Fig. 1: run 1, I/O nets highlighted
Drawn at 3 px/µm.
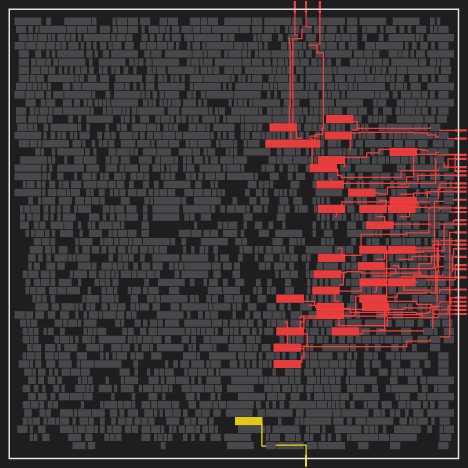
Fig. 2: run 1, sequential cells grouped by signal name
Drawn at 2 px/µm. Other sequential cells in the stronger grey, the rest of the logic in the fainter grey.
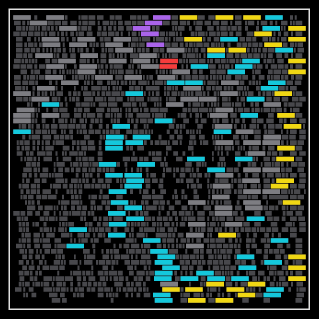
Fig. 3: run 1, clock routing
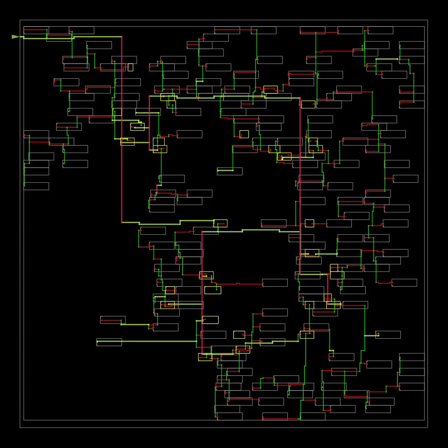
Fig. 4: run 1, gate-type map
Drawn at 2 px/µm.
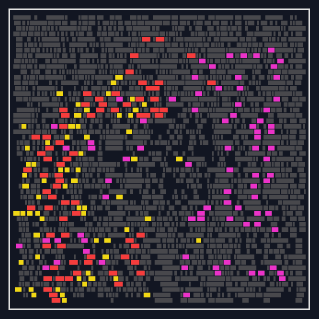
### src/rtl/muldiv_pkg.sv
// muldiv_pkg: shared op/state encodings and default width for the HI/LO multiply/divide unit.
package muldiv_pkg;
    localparam int WIDTH_DEF = 32;
    localparam logic [2:0] OP_MULT  = 3'd0;
    localparam logic [2:0] OP_MULTU = 3'd1;
    localparam logic [2:0] OP_DIV   = 3'd2;
    localparam logic [2:0] OP_DIVU  = 3'd3;
    localparam logic [2:0] OP_MTHI  = 3'd4;
    localparam logic [2:0] OP_MTLO  = 3'd5;
    typedef enum logic [1:0] {S_IDLE, S_RUN, S_FIX, S_DONE} state_e;
    function automatic logic is_signed_op(input logic [2:0] op);
        return op == OP_MULT || op == OP_DIV;
    endfunction
endpackage

### src/rtl/muldiv_datapath.sv
// muldiv_datapath: 2*WIDTH accumulator with one shift-add or restoring shift-subtract step per cycle.
module muldiv_datapath #(
    parameter int WIDTH = 32
) (
    input  logic               clk,
    input  logic               rst,
    input  logic               load,
    input  logic               step,
    input  logic               is_div,
    input  logic [WIDTH-1:0]   a,
    input  logic [WIDTH-1:0]   b,
    output logic [2*WIDTH-1:0] acc
);
    logic [WIDTH-1:0] d;
    logic [WIDTH:0]   sum, rem_sh, diff;
    always_comb begin
        sum    = {1'b0, acc[2*WIDTH-1:WIDTH]} + (acc[0] ? {1'b0, d} : '0);
        rem_sh = acc[2*WIDTH-1:WIDTH-1];
        diff   = rem_sh - {1'b0, d};
    end
    // Multiply keeps the multiplier in the low half and shifts it out LSB first;
    // divide shifts the dividend into the remainder half and quotient bits in at bit 0.
    always_ff @(posedge clk or posedge rst) begin
        if (rst) begin
            acc <= '0;
            d   <= '0;
        end else if (load) begin
            acc <= {{WIDTH{1'b0}}, a};
            d   <= b;
        end else if (step) begin
            acc <= !is_div ? {sum, acc[WIDTH-1:1]} :
                   diff[WIDTH] ? {acc[2*WIDTH-2:0], 1'b0} :
                   {diff[WIDTH-1:0], acc[WIDTH-2:0], 1'b1};
        end
    end
endmodule

### src/rtl/muldiv_hilo_unit.sv
// muldiv_hilo_unit: iterative MULT/DIV control, sign correction and architectural HI/LO registers.
module muldiv_hilo_unit import muldiv_pkg::*; #(
    parameter int WIDTH = WIDTH_DEF
) (
    input  logic             Clk,
    input  logic             Reset,
    input  logic             Start,
    input  logic [2:0]       Op,
    input  logic [WIDTH-1:0] A,
    input  logic [WIDTH-1:0] B,
    output logic [WIDTH-1:0] HI,
    output logic [WIDTH-1:0] LO,
    output logic             Busy,
    output logic             Done
);
    localparam int CW = $clog2(WIDTH);
    state_e state, state_n;
    logic [CW-1:0] cnt;
    logic is_div, neg_q, neg_r, b_zero, sgn, load, step;
    logic [WIDTH-1:0] a_abs, b_abs, quo, rem;
    logic [2*WIDTH-1:0] acc, prod;
    always_comb begin
        sgn     = is_signed_op(Op);
        a_abs   = sgn && A[WIDTH-1] ? -A : A;
        b_abs   = sgn && B[WIDTH-1] ? -B : B;
        load    = state == S_IDLE && Start && !Op[2];
        step    = state == S_RUN;
        state_n = state == S_IDLE ? (load ? S_RUN : S_IDLE) :
                  state == S_RUN  ? (cnt == CW'(WIDTH - 1) ? S_FIX : S_RUN) :
                  state == S_FIX  ? S_DONE : S_IDLE;
        prod    = neg_q ? -acc : acc;
        // Divide by zero yields an all-ones quotient; the remainder sign fix restores raw A.
        quo     = b_zero ? '1 : neg_q ? -acc[WIDTH-1:0] : acc[WIDTH-1:0];
        rem     = neg_r ? -acc[2*WIDTH-1:WIDTH] : acc[2*WIDTH-1:WIDTH];
        Busy    = state != S_IDLE;
    end
    always_ff @(posedge Clk or posedge Reset) begin
        if (Reset) begin
            state  <= S_IDLE;
            cnt    <= '0;
            is_div <= 1'b0;
            neg_q  <= 1'b0;
            neg_r  <= 1'b0;
            b_zero <= 1'b0;
            HI     <= '0;
            LO     <= '0;
            Done   <= 1'b0;
        end else begin
            state <= state_n;
            Done  <= state == S_FIX;
            cnt   <= step ? cnt + 1'b1 : '0;
            if (load) begin
                is_div <= Op[1];
                neg_q  <= sgn && (A[WIDTH-1] ^ B[WIDTH-1]);
                neg_r  <= sgn && A[WIDTH-1];
                b_zero <= B == '0;
            end
            if (state == S_FIX) begin
                HI <= is_div ? rem : prod[2*WIDTH-1:WIDTH];
                LO <= is_div ? quo : prod[WIDTH-1:0];
            end else if (state == S_IDLE && Start && Op == OP_MTHI) begin
                HI <= A;
            end else if (state == S_IDLE && Start && Op == OP_MTLO) begin
                LO <= A;
            end
        end
    end
    muldiv_datapath #(.WIDTH(WIDTH)) u_dp (
        .clk(Clk), .rst(Reset), .load(load), .step(step), .is_div(is_div),
        .a(a_abs), .b(b_abs), .acc(acc)
    );
endmodule

### config.mk
export PLATFORM = sky130hd
export DESIGN_NAME = muldiv_hilo_unit
export DESIGN_NICKNAME = d
export VERILOG_FILES = /design/src/rtl/muldiv_pkg.sv /design/src/rtl/muldiv_datapath.sv /design/src/rtl/muldiv_hilo_unit.sv
export SDC_FILE = /design/constraint.sdc
export NUM_CORES = 1
export LEC_CHECK = 0
export CAP_MARGIN = 25
export CORE_UTILIZATION = 65
export CTS_BUF_LIST = sky130_fd_sc_hd__clkbuf_8
export DETAILED_ROUTE_END_ITERATION = 6
export GPL_TIMING_DRIVEN = 0
export PLACE_DENSITY_LB_ADDON = 0.2
export SLEW_MARGIN = 20
export SYNTH_ARGS = -nofsm -noshare
export SYNTH_HDL_FRONTEND = slang
export SYNTH_SLANG_ARGS = --single-unit
### constraint.sdc
create_clock -name Clk -period 10.85 [get_ports Clk]
set_clock_uncertainty 0.1 [all_clocks]
set_input_delay 2.17 -clock Clk [delete_from_list [all_inputs] [get_ports Clk]]
set_output_delay 2.17 -clock Clk [all_outputs]
set_load 0.005 [all_outputs]
==> impl_metrics.tcl, run 1 <==
# implementation run metrics
set metrics [dict create \
    logic_area_um2 9180 \
    crit_path_start_kind "primary input" \
    synth-adder-area-share 0.0650 \
    vias 14600 \
    dp_slack_ns 5.19 \
    rsz0062_at_grt "false" \
    wire_per_inst_um 21.9 \
    min_path_cells 1 \
    dp_hpwl_um 36900 \
    cp-end-kind "register" \
    place_congestion 1.03 \
    slowest_stage "or4_1" \
    aoi_share 0.249 \
    leakage_nw 7.00 \
    synth_cells 1747 \
    synth_cell_types 72 \
    top_cells_by_count "208 x nand2_1, 208 x o21ai_0, 172 x dfrtp_1" \
    path_class "primary input to register" \
    slowest_delay_ns 0.64 \
    async_reset_ff_frac 1.00 \
    cts_setup_buffers 0 \
    grt_usage 0.434 \
    cts_tree "done" \
    period_used_share 0.481 \
    edf_count 0 \
    ys.warnings.count 0 \
    path_depth 10 \
    top_cell_area_share 0.305 \
    grt_pass1_wl_um 74000 \
    crit_fanout 6 \
    postCtsHoldBufs 0 \
    fin_ws_ns 5.63 \
    nNetsFinal 2041 \
    antenna_found_initial 0 \
    reg2reg_depth 13 \
    fin_util 0.765 \
    grt_busiest_layer "met2" \
    die_w_um 149 \
    post-route-min-period_ns 5.22 \
    yosys-stat-cells 1747 \
    fin_area_um2 16200 \
    final_cell_mix "208 x nand2_1, 208 x o21ai_0, 172 x dfrtp_1, 132 x clkdlybuf4s50_1, 130 x nor2_1" \
    n_fill_cell 1629 \
    drtIter0Drc 1220 \
    synth-simple-area-share 0.171 \
    path_buffers 2 \
    min_path_type "register to register" \
    port-buffer-count 132 \
    gr-usage-met2 0.677 \
    arrival_ns 5.49 \
    design_power_total_mw 4.32 \
    chipArea_um2 22300 \
    holdWs_ns 0.369 \
    power_per_cell_area_nw_per_um2 267 \
    rows 53 \
    ant_nets 0 \
    status "completed" \
    maxSlewViolCount 0 \
    drive_above_1_share 0.0350 \
    cts_buffer_depth 2 \
    top_logic_kind "AND-OR/OR-AND gates" \
    setup_violations 0 \
    synth_area_um2 14100 \
    netlist_top_cells_area "dfrtp_1 31%, o21ai_0 7.4%, ha_1 6.2%" \
    synthToLayoutAreaGrowth_pct 14.8 \
    drv_cap 0 \
    synth-main-ff-cell "dfrtp_1" \
    fp_util 0.666 \
    post_dp_cell_area_um2 15800 \
    place_inst 2155 \
    tightest_slew_ns 0.910 \
    fmax_ghz 0.192 \
    critPathRequiredTime_ns 11.12 \
    tool_warnings 28 \
    hold_viol_final 0 \
    ios 136 \
    syn_nets 1889 \
    vias_per_cell 6.66 \
    ir_worst_vdd_mv 0.238 \
    ys_seq_share 0.305 \
    firstDrtPassIters 6 \
    grt_max_degree 104 \
    ys_sh_xor 0.107 \
    clkSlewWorstSetupHoldPaths_ns 0.11 \
    drt_wl_total_um 47900 \
    grt.overflow.total 0 \
]
## Picture notes: Fig. 1
Key: HI = red [bits 32, direction output, edge 29 right, 3 top, end cells 32, wire 1,460 µm]; Done = yellow [bits 1, direction output, edge bottom, end cells 1, wire 22.9 µm]

## Picture notes: Fig. 2
Key: state = red [sequential cells 2]; LO = yellow [sequential cells 32]; u_dp.acc = cyan [sequential cells 64]; cnt = purple [sequential cells 5, where top centre]

## Picture notes: Fig. 3
CTS buffer count: 17
Power Clock: 456 µW
Late-Pin Clk Latency: 0.51 ns

## Picture notes: Fig. 4
Key: mux cells = magenta [cells 81, most used mux2i_1, where widely spread]; non-inverting ao/oa cells = yellow [cells 64, most used a21o_1]; fa/ha/maj cells = red [cells 72, most used ha_1]
Finished Layout Cells: 2,187
Comb area share: 0.567

run 1: routing by layer:
metal / up-vias / wire, µm
li1: 6621 / -
met1: 6895 / 18800
met2: 866 / 21600
met3: 183 / 4330
met4: 0 / 3220
met5: - / 0
run 1: registers in the layout, indices dropped and copies added, names as in the netlist:
register	flops
Done	1
HI	32
LO	32
b_zero	1
cnt	5
is_div	1
neg_q	1
neg_r	1
state	2
u_dp.acc	64
u_dp.d	32
run 1: final timing paths:
path,startpoint,endpoint,slack (ns)
setup / recovery,B[1],u_dp.d[28]$_DFFE_PP0P_,5.63
hold / removal,cnt[0]$_DFF_PP0_,cnt[0]$_DFF_PP0_,0.37
setup reg to reg,u_dp.acc[0]$_DFFE_PP0P_,HI[14]$_DFFE_PP0P_,6.17
hold reg to reg,cnt[0]$_DFF_PP0_,cnt[0]$_DFF_PP0_,0.37
max in group asynchronous,Reset,u_dp.d[5]$_DFFE_PP0P_,7.68
min in group asynchronous,Reset,LO[21]$_DFFE_PP0P_,2.00
run 1: cell type report:
cell class | instances | share of cell area
multi-input combinational | 1412 | 0.567
sequential | 172 | 0.266
clock inverter | 15 | 0.00912
buffer | 106 | 0.0249
timing repair buffer | 133 | 0.0833
inverter | 57 | 0.0137
tap | 275 | 0.0213
clock buffer | 17 | 0.0145
run 1: cell families after synthesis:
logic type	after synthesis
buffers and inverters	163
xor gates and xnor gates	173
DFF	172
AOI/OAI and AO/OA	568
muxes	81
and+or+nand+nor	518
adders and majority gates	72
run 1: where the power goes:
group	leakage (nW)	switching, mW	internal (mW)
clock network	0.189	0.286	0.170
registers	2.08	0.321	0.844
logic	4.72	1.58	1.12
Fig. 5: run 1, signal wires by layer
Drawn at 2 px/µm.
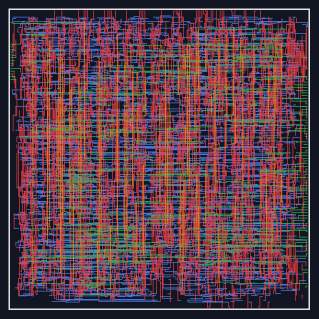

==> run 2: changes to the inputs <==
CORE_UTILIZATION = 60   (was 65)
clock period = 5 ns   (was 10.85 ns; I/O delays follow)
Fig. 6: run 2, signal wires by layer
Drawn at 2 px/µm.
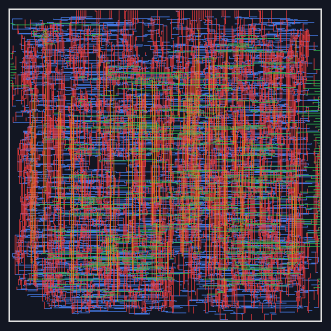
Key: M2 = red [wire length 21.7 mm]; M1 = blue [wire length 19,000 µm]; M3 = green [wire length 4,560 µm]; M4 = orange [wire length 3,120 µm]

==> impl_metrics.tcl, run 2 <==
# implementation run metrics
set metrics [dict create \
    status "completed" \
    slowest_stage "clkbuf_1" \
    cts_tree "done" \
    ys_seq_share 0.305 \
    fin_ws_ns 0.321 \
    tool_warnings 26 \
    ios 136 \
    vias 14500 \
    arrival_ns 4.93 \
    logic_area_um2 9180 \
    setup_violations 0 \
    final_cell_mix "208 x nand2_1, 208 x o21ai_0, 172 x dfrtp_1, 132 x clkdlybuf4s50_1, 130 x nor2_1" \
    yosys_area_um2 14100 \
    path_class "register to register" \
    r2r_setup_slack_ns 0.32 \
    path_buffers 3 \
    fp_util 0.617 \
    top_cells_by_count "208 x nand2_1, 208 x o21ai_0, 172 x dfrtp_1" \
    routed.top_layer "met4" \
    wire_per_inst_um 21.7 \
    nNetsFinal 2045 \
    slowest_delay_ns 0.62 \
    cts_buffer_depth 2 \
    die_w_um 155 \
    cts_setup_buffers 0 \
    syn_nets 1889 \
    clk_latency_ns 0.49 \
    dp_slack_ns 0.472 \
    async_reset_ff_frac 1.00 \
    routed-wl-met2_um 21700 \
    combinationalPowerShare 0.622 \
    firstDrtPassIters 6 \
    crit_fanout 10 \
    met1_length_um 19000 \
    grt.overflow.total 0 \
    crit_path_start_kind "register" \
    ys.warnings.count 0 \
    largest_reg_flops 64 \
    chipArea_um2 24100 \
    reg2reg_depth 13 \
    drt_wl_total_um 48400 \
    maxSlewViolCount 0 \
    dp_hpwl_um 37600 \
    final_cell_count_no_fill 2229 \
    p_clk_frac 0.107 \
    vias_per_cell 6.48 \
    drtIter0Drc 1545 \
    fin_util 0.714 \
    p_int_mw 4.63 \
    power_per_cell_area_nw_per_um2 576 \
    clkSlewWorstSetupHoldPaths_ns 0.11 \
    holdWs_ns 0.379 \
    drive_above_1_share 0.0371 \
    place_congestion 0.985 \
    postCtsHoldBufs 0 \
    place_inst 2197 \
    gr-usage-met2 0.645 \
    grt_usage 0.405 \
    largest_register "u_dp.acc" \
    edf_count 0 \
    leakage_nw 7.03 \
    seq_power_share 0.271 \
    synth_cell_types 72 \
    power.switching_mw 4.75 \
    period_used_share 0.936 \
    rows 55 \
    critPathRequiredTime_ns 5.26 \
    ant_nets 0 \
    wl_met3_um 4560 \
    post_dp_cell_area_um2 15900 \
    synth-main-ff-cell "dfrtp_1" \
    met3_usage 0.0641 \
    synthToLayoutAreaGrowth_pct 15.6 \
    design_power_total_mw 9.38 \
    min_path_type "register to register" \
    fmax_ghz 0.214 \
    grt_max_degree 35 \
    tightest_slew_ns 0.990 \
    grt_busiest_layer "met2" \
    grt_pass1_wl_um 75200 \
    crit_start "u_dp.acc[0]$_DFFE_PP0P_" \
    n_fill_cell 1905 \
    path_depth 13 \
    drv_cap 0 \
    top_cell_area_share 0.305 \
    swShare 0.507 \
    cp-end-kind "register" \
    antenna_found_initial 0 \
    reg2reg_from "u_dp.acc[0]$_DFFE_PP0P_" \
    ir_worst_vdd_mv 0.463 \
    r2r_end "HI[10]$_DFFE_PP0P_" \
    crit_end "HI[10]$_DFFE_PP0P_" \
    cts_buffers 17 \
    post-route-min-period_ns 4.68 \
    fin_area_um2 16300 \
    rsz0062_at_grt "false" \
    drcViolationCount 0 \
]
## run 2: cell count changes in the layout (fill, tap and decap cells not counted)
cell,previous run,this run
buf_12,0,5
inv_8,4,5
inv_6,4,2
clkinv_2,1,2
buf_16,1,0
## run 2: cell type report
class                           count  area share
Inverter                           57      0.0134
Buffer                            106      0.0247
Multi-Input combinational cell   1412       0.563
Sequential cell                   172       0.264
Timing Repair Buffer              137      0.0872
Tap cell                          313      0.0240
Clock buffer                       17      0.0144
Clock inverter                     15     0.00921
## run 2: logic make-up after synthesis
kind of cell / Yosys count / synth area share
xor+xnor: 173 / 0.107
mux: 81 / 0.0584
buf+inv: 163 / 0.0438
fa+ha+maj: 72 / 0.0650
flops: 172 / 0.305
simple gates: 518 / 0.171
compound gates: 568 / 0.249
## run 2: worst min-delay path by stage
| stage | start | to | slack (ns) | cells after the start |
|---|---|---|---|---|
| 2_1_floorplan | cnt[0]$_DFF_PP0_ | cnt[0]$_DFF_PP0_ | 0.33 | 1 |
| 3_3_place_gp | cnt[0]$_DFF_PP0_ | cnt[0]$_DFF_PP0_ | 0.35 | 1 |
| 3_5_place_dp | cnt[0]$_DFF_PP0_ | cnt[0]$_DFF_PP0_ | 0.36 | 1 |
| 4_1_cts | cnt[0]$_DFF_PP0_ | cnt[0]$_DFF_PP0_ | 0.38 | 1 |
| 5_1_grt | cnt[0]$_DFF_PP0_ | cnt[0]$_DFF_PP0_ | 0.40 | 1 |
| 6_report | cnt[0]$_DFF_PP0_ | cnt[0]$_DFF_PP0_ | 0.38 | 1 |
## run 2: power by group through the flow
stage	registers [mW]	logic, mW	clock network, mW
finish	2.55	5.84	1.00
global route	2.58	6.39	1.04
CTS	2.50	5.69	0.995
detailed placement	2.53	5.66	0
global placement	2.51	5.53	0
floorplan	2.28	4.17	0
Fig. 7: run 2, sequential cells grouped by signal name
Drawn at 2 px/µm. Other sequential cells in the stronger grey, the rest of the logic in the fainter grey.
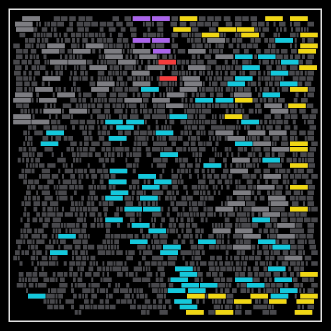

==> run 3: changes to the inputs <==
CORE_UTILIZATION = 55   (was 60)
clock period = 4.3 ns   (was 5 ns; I/O delays follow)
Fig. 8: run 3, sequential cells grouped by signal name
Drawn at 1.5 px/µm. Other sequential cells in the stronger grey, the rest of the logic in the fainter grey.
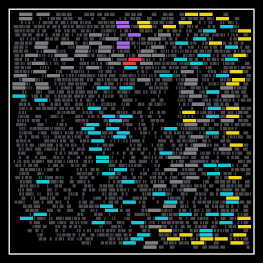
Key: LO = yellow [sequential cells 32]; cnt = purple [sequential cells 5, where top centre]; u_dp.acc = cyan [sequential cells 64]; state = red [sequential cells 2]
Another 69 sequential cells are not coloured.

==> impl_metrics.tcl, run 3 <==
# implementation run metrics
set metrics [dict create \
    dp_hpwl_um 38000 \
    drcViolationCount 0 \
    ios 136 \
    synth-main-ff-cell "dfrtp_1" \
    slowest_stage "clkbuf_1" \
    routed.top_layer "met4" \
    path_buffers 3 \
    synth_area_um2 14100 \
    status "completed" \
    chipArea_um2 26300 \
    synth_cell_types 72 \
    leakage_nw 7.04 \
    drt_wl_total_um 48900 \
    grt_pass1_wl_um 75700 \
    hold_viol_final 0 \
    routed-wl-met2_um 23000 \
    ir_worst_vdd_mv 0.536 \
    p_seq_mw 2.94 \
    yosys-stat-cells 1747 \
    rows 58 \
    power.switching_mw 5.47 \
    tool_warnings 26 \
    gr-usage-met2 0.621 \
    fp_util 0.560 \
    period_used_share 0.960 \
    grt.overflow.total 0 \
    cts_buffers 17 \
    path_class "register to register" \
    die_w_um 162 \
    drtIter0Drc 1522 \
    top_cell_area_share 0.305 \
    postCtsHoldBufs 0 \
    met1_length_um 20300 \
    comb-power_mw 6.79 \
    drv_cap 0 \
    largest_reg_flops 64 \
    min_path_cells 1 \
    reg2reg_from "u_dp.acc[31]$_DFFE_PP0P_" \
    crit_fanout 10 \
    place_congestion 0.965 \
    slowest_delay_ns 0.48 \
    holdCritStartpoint "cnt[0]$_DFF_PP0_" \
    cts_tree "done" \
    edf_count 0 \
    wire_per_inst_um 21.8 \
    synthToLayoutAreaGrowth_pct 16.1 \
    async_reset_ff_frac 1.00 \
    min_path_type "register to register" \
    synth_cells 1747 \
    syn_nets 1889 \
    ys_seq_share 0.305 \
    power_per_cell_area_nw_per_um2 671 \
    fmax_ghz 0.242 \
    crit_path_start_kind "register" \
    critPathRequiredTime_ns 4.55 \
    antenna_found_initial 0 \
    firstDrtPassIters 6 \
    swShare 0.498 \
    port-buffer-count 132 \
    drive_above_1_share 0.0397 \
    cts_setup_buffers 0 \
    clk-power_mw 1.25 \
    seq_power_share 0.268 \
    crit_start "u_dp.acc[31]$_DFFE_PP0P_" \
    power-top-group "combinational cells" \
    post-route-min-period_ns 4.13 \
    tightest_slew_ns 0.897 \
    netlist_top_cells_area "dfrtp_1 31%, o21ai_0 7.4%, ha_1 6.2%" \
    cp-end-kind "register" \
    ant_nets 0 \
    vias 14300 \
    yosys_area_um2 14100 \
    reg2reg_depth 13 \
    clkSlewWorstSetupHoldPaths_ns 0.11 \
    grt_busiest_layer "met2" \
    top_cells_by_count "208 x nand2_1, 208 x o21ai_0, 172 x dfrtp_1" \
    path_depth 13 \
    setup_violations 0 \
    maxSlewViolCount 0 \
    met3_usage 0.0424 \
    n_fill_cell 2177 \
    wl_met3_um 3180 \
    core_area_um2 25200 \
    design_power_total_mw 11.0 \
    nNetsFinal 2045 \
    final_cell_count_no_fill 2245 \
    combinationalPowerShare 0.619 \
    clk_latency_ns 0.49 \
    p_int_mw 5.51 \
    grt_max_degree 34 \
    final_cell_mix "208 x nand2_1, 207 x o21ai_0, 172 x dfrtp_1, 132 x clkdlybuf4s50_1, 130 x nor2_1" \
    arrival_ns 4.38 \
    ys.warnings.count 0 \
    place_inst 2214 \
]
run 3: cell counts after synthesis:
No cell type changed its count.
run 3: through the flow:
stage	worst slack, ns	hold WS (ns)	instance area, µm²
2_1_floorplan	0.920	0.333	14100
5_1_grt	-0.0200	0.391	16400
3_5_place_dp	-0.317	0.362	15900
6_report	0.170	0.371	16400
4_1_cts	0.00369	0.375	16400
3_3_place_gp	-0.433	0.361	15800
run 3: repair_timing:
action,CTS,global route
gates resized,4,7
endpoints found under the setup margin,39,29
hold endpoints to repair,0,0
run 3: worst paths after layout:
path,to,slack [ns]
max in group asynchronous,u_dp.d[9]$_DFFE_PP0P_,2.49
worst min-delay path,cnt[0]$_DFF_PP0_,0.37
min in group asynchronous,LO[23]$_DFFE_PP0P_,0.74
worst min register to register,cnt[0]$_DFF_PP0_,0.37
worst max register to register,u_dp.acc[57]$_DFFE_PP0P_,0.17
worst max-delay path,u_dp.acc[57]$_DFFE_PP0P_,0.17
run 3: layout make-up:
| class | instances | area [µm²] | area share |
|---|---|---|---|
| inverter | 57 | 218 | 0.0133 |
| buffer | 106 | 410 | 0.0251 |
| multi-input combinational | 1412 | 9200 | 0.562 |
| clock inverter | 13 | 158 | 0.00963 |
| clock buffer | 18 | 248 | 0.0151 |
| tap | 330 | 413 | 0.0252 |
| sequential | 172 | 4300 | 0.263 |
| timing repair buffer | 137 | 1420 | 0.0868 |
run 3: logic make-up (layout without fill, tap and decap cells):
logic type                 after synthesis  count (layout)  share of synthesized area
buffers and inverters                  163             331                     0.0438
xor gates and xnor gates               173             173                      0.107
adders and majority gates               72              72                     0.0650
AOI/OAI and AO/OA                      568             568                      0.249
muxes                                   81              81                     0.0584
DFF                                    172             172                      0.305
and+or+nand+nor                        518             518                      0.171
Power is estimated from default activity; no workload was simulated.
